--- src/rtl/pwm_pkg.sv ---
// Shared definitions for the multi-channel PWM: mode encodings, counter direction
// and the terminal-count test used by the period counter.
package pwm_pkg;

  localparam logic MODE_EDGE   = 1'b0;
  localparam logic MODE_CENTER = 1'b1;

  typedef enum logic {DIR_UP = 1'b0, DIR_DOWN = 1'b1} dir_e;

  // P==2 in center mode never counts down, so its top value is also the terminal.
  function automatic logic is_tc(input logic [31:0] cnt, input logic down,
                                 input logic [31:0] per, input logic mode);
    if (per <= 32'd1) return 1'b1;
    if (mode == MODE_EDGE) return cnt == per - 32'd1;
    return (cnt == 32'd1) && (down || per == 32'd2);
  endfunction

endpackage

--- src/rtl/pwm_ch.sv ---
// One PWM channel: compare against the shared count, apply polarity, register.
module pwm_ch #(
  parameter int A = 8
) (
  input  logic         clk_i,
  input  logic         rst_ni,
  input  logic         enable_i,
  input  logic [A-1:0] cnt_i,
  input  logic [A-1:0] duty_i,
  input  logic         pol_i,
  output logic         pwm_o
);

  logic pwm_d, pwm_q;

  // Idle level is the polarity alone, i.e. the inactive level of the channel.
  always_comb begin
    pwm_d = pol_i;
    if (enable_i) pwm_d = (cnt_i < duty_i) ^ pol_i;
  end

  always_ff @(posedge clk_i or negedge rst_ni) begin
    if (!rst_ni) pwm_q <= 1'b0;
    else         pwm_q <= pwm_d;
  end

  assign pwm_o = pwm_q;

endmodule

--- src/rtl/pwm_multi.sv ---
// N-channel PWM with a shared edge/center-aligned counter and double-buffered
// configuration that is applied only at period boundaries or while idle.
module pwm_multi
  import pwm_pkg::*;
#(
  parameter int A = 8,
  parameter int N = 4
) (
  input  logic           clk_i,
  input  logic           rst_ni,
  input  logic           enable_i,
  input  logic           cfg_load_i,
  input  logic [A-1:0]   cfg_period_i,
  input  logic [N*A-1:0] cfg_duty_i,
  input  logic           cfg_mode_i,
  input  logic [N-1:0]   cfg_pol_i,
  output logic           cfg_pending_o,
  output logic           period_end_o,
  output logic [N-1:0]   pwm_out_o
);

  logic [A-1:0]   sh_per_q, act_per_q;
  logic [N*A-1:0] sh_duty_q, act_duty_q;
  logic           sh_mode_q, act_mode_q;
  logic [N-1:0]   sh_pol_q, act_pol_q;
  logic           pend_q, pend_d;
  logic [A-1:0]   cnt_q, cnt_d;
  dir_e           dir_q, dir_d;
  logic           pe_q;
  logic           bnd, apply;

  always_comb begin
    bnd   = enable_i && is_tc(32'(cnt_q), dir_q == DIR_DOWN, 32'(act_per_q), act_mode_q);
    // While idle there is no period to protect, so a pending shadow goes live at once.
    apply = pend_q && (bnd || !enable_i);
    pend_d = pend_q;
    if (cfg_load_i)  pend_d = 1'b1;
    else if (apply)  pend_d = 1'b0;

    cnt_d = cnt_q;
    dir_d = dir_q;
    if (!enable_i || bnd) begin
      cnt_d = '0;
      dir_d = DIR_UP;
    end else if (act_mode_q == MODE_EDGE) begin
      cnt_d = cnt_q + 1'b1;
    end else if (dir_q == DIR_UP && cnt_q == act_per_q - 1'b1) begin
      cnt_d = cnt_q - 1'b1;
      dir_d = DIR_DOWN;
    end else if (dir_q == DIR_DOWN) begin
      cnt_d = cnt_q - 1'b1;
    end else begin
      cnt_d = cnt_q + 1'b1;
    end
  end

  always_ff @(posedge clk_i or negedge rst_ni) begin
    if (!rst_ni) begin
      sh_per_q   <= '0;
      sh_duty_q  <= '0;
      sh_mode_q  <= MODE_EDGE;
      sh_pol_q   <= '0;
      act_per_q  <= '0;
      act_duty_q <= '0;
      act_mode_q <= MODE_EDGE;
      act_pol_q  <= '0;
      pend_q     <= 1'b0;
      cnt_q      <= '0;
      dir_q      <= DIR_UP;
      pe_q       <= 1'b0;
    end else begin
      if (cfg_load_i) begin
        sh_per_q  <= cfg_period_i;
        sh_duty_q <= cfg_duty_i;
        sh_mode_q <= cfg_mode_i;
        sh_pol_q  <= cfg_pol_i;
      end
      if (apply) begin
        act_per_q  <= sh_per_q;
        act_duty_q <= sh_duty_q;
        act_mode_q <= sh_mode_q;
        act_pol_q  <= sh_pol_q;
      end
      pend_q <= pend_d;
      cnt_q  <= cnt_d;
      dir_q  <= dir_d;
      pe_q   <= bnd;
    end
  end

  for (genvar i = 0; i < N; i++) begin : g_ch
    pwm_ch #(.A(A)) u_ch (
      .clk_i    (clk_i),
      .rst_ni   (rst_ni),
      .enable_i (enable_i),
      .cnt_i    (cnt_q),
      .duty_i   (act_duty_q[i*A +: A]),
      .pol_i    (act_pol_q[i]),
      .pwm_o    (pwm_out_o[i])
    );
  end

  assign cfg_pending_o = pend_q;
  assign period_end_o  = pe_q;

endmodule

--- config.mk ---
export PLATFORM = sky130hd
export DESIGN_NAME = pwm_multi
export DESIGN_NICKNAME = d
export VERILOG_FILES = /design/src/rtl/pwm_pkg.sv /design/src/rtl/pwm_ch.sv /design/src/rtl/pwm_multi.sv
export SDC_FILE = /design/constraint.sdc
export NUM_CORES = 1
export LEC_CHECK = 0
export CORE_ASPECT_RATIO = 1.2
export CORE_UTILIZATION = 31
export CTS_BUF_LIST = sky130_fd_sc_hd__clkbuf_16
export DETAILED_ROUTE_END_ITERATION = 10
export PLACE_DENSITY = 0.46
export SYNTH_ARGS = -nofsm -noshare
export SYNTH_HDL_FRONTEND = slang
export SYNTH_SLANG_ARGS = --single-unit
export TNS_END_PERCENT = 10
--- constraint.sdc ---
create_clock -name clk_i -period 3.8 [get_ports clk_i]
set_clock_uncertainty 0.2 [all_clocks]
set_input_delay 0.57 -clock clk_i [delete_from_list [all_inputs] [get_ports clk_i]]
set_output_delay 0.57 -clock clk_i [all_outputs]
set_load 0.01 [all_outputs]
congestion.png
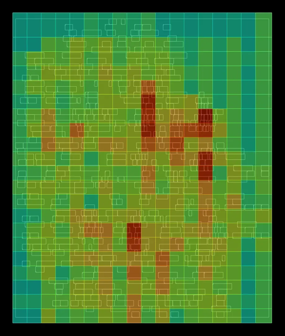
WL/cell: 16.0 microns
met2 usage: 21.4%
post-route core utilization: 37.8%
grt met3 use: 2.82%
M1 GR Usage: 18.6%

layer_met1.png
Cells faint in the background.
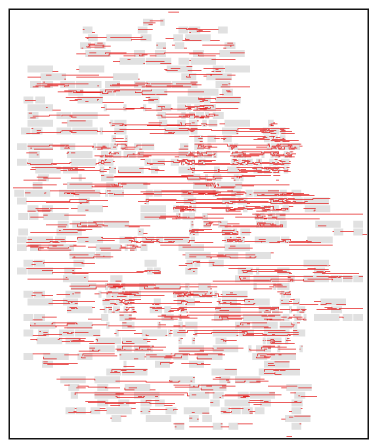
- nets with wire on the layer: 536
- longest straight run: 56.1 microns
- wire length on this layer: 5700 microns
- share of all routed wire: 49%
- main direction: horizontal
Vias: 3571
final wirelength: 11700 microns

==> impl_metrics.json <==
{
  "cts_setup_buffers": 0,
  "pwr-share-clk_pct": 28.5,
  "clkLatencyLatePin_ns": 0.35,
  "ir_worst_vdd_v": 0.000252,
  "ys_cells": 454,
  "cts_hold_buffers": 0,
  "grt_first_pass_wirelength_microns": 19700,
  "synth_chip_area_sq_um": 5650,
  "grt_pass1_vias": 3728,
  "initCoreUtil_pct": 32.0,
  "ys.flop_type": "dfrtp_1",
  "p_leak_uw": 0.00308,
  "p_int_uw": 2280,
  "ys_seq_elements": 105,
  "required_ns": 3.83,
  "antenna_cells": 0,
  "end_kind": "flop",
  "placed_cells": 713,
  "dp_hpwl_microns": 8250,
  "nFillCells": 1729,
  "logic_family": "multiplexers",
  "power.density_nw_per_um2": 482,
  "seq_share_pct": 39.4,
  "powerSeq_uw": 1460,
  "outcome": "finished clean",
  "comb_area_sq_um": 2690,
  "drive_above_1_share_pct": 24.2,
  "inv_count": 45,
  "top_usage_layer": "met2",
  "grt-ovfl-total": 0,
  "ff_count": 105,
  "rrSetupSlack_ns": 0.45,
  "yosysTopAreaCellShare_pct": 46.5,
  "gp_congestion": 0.815,
  "firstDrtPassIters": 6,
  "r2r_cells": 9,
  "wirelength_met1_microns": 5700,
  "ys_async_sr_fraction_pct": 100,
  "rsz0062_at_grt": "no",
  "dr_wl_met2_microns": 5390,
  "fmax_ghz": 0.299,
  "synthCells": 454,
  "pre_cts_slack_ns": 0.486,
  "grt_use_total_pct": 13.7,
  "setup_viol": 0,
  "crit_end": "act_per_q[3]",
  "antenna_left": 0,
  "hold_class": "in2async",
  "crit_fanout": 38,
  "maxSlewHeadroom_pct": 29.0,
  "nWellTaps": 220,
  "top_layer": "met4",
  "syn_avg_cell_area_sq_um": 12.4,
  "finalNonFillerCells": 729,
  "crit_start": "cnt_q[1]",
  "cts_sinks": 105,
  "top_area_cell": "dfrtp_1",
  "clkCellAreaFrac_pct": 4.29,
  "register_area_sq_um": 2630,
  "dieWidth_microns": 125,
  "dr.first_iter.drc_count": 220,
  "root_buffer": "clkbuf_16",
  "cts_resized": 0,
  "power_leader": "sequential cells",
  "area_growth_syn_to_layout_pct": 18.2
}
layer_met2.png
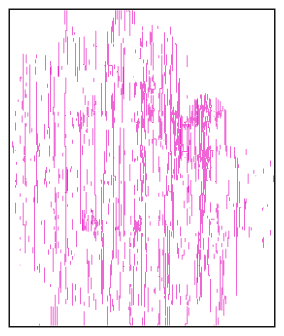
- share of all routed wire: 46%
- wire length on this layer: 5390 microns
- nets with wire on the layer: 506

-- layout by cell type, fill, tap and decap left out, drive strengths merged, types with 4 or more instances in the layout --
master and n:
nand3 14, a21o 8, xor2 4, mux2i 11
a31oi 5, o21a 5, nand4 4, nand3b 7
ha 34, buf 11, xnor2 9, dfrtp 105
inv 48, nor4 5, nand2 7, o21ai 7
o2111ai 5, nor3 5, nor2 9, clkdlybuf4s50 52
o211ai 5, clkbuf 9, a21oi 9, nand2b 4
mux2 90, a211oi 9
-- worst max-delay path, stage by stage, from the launching register on --
cell and delay (ns):
dfrtp_1 0.55, inv_1 0.11, ha_1 0.19, or4b_4 0.21, o41ai_2 0.05, a31oi_1 0.27, and2_1 0.48, a21bo_2 0.42
buf_12 0.31, mux2_2 0.37
Power figures rest on the tool's default switching activity, not on a simulated workload.
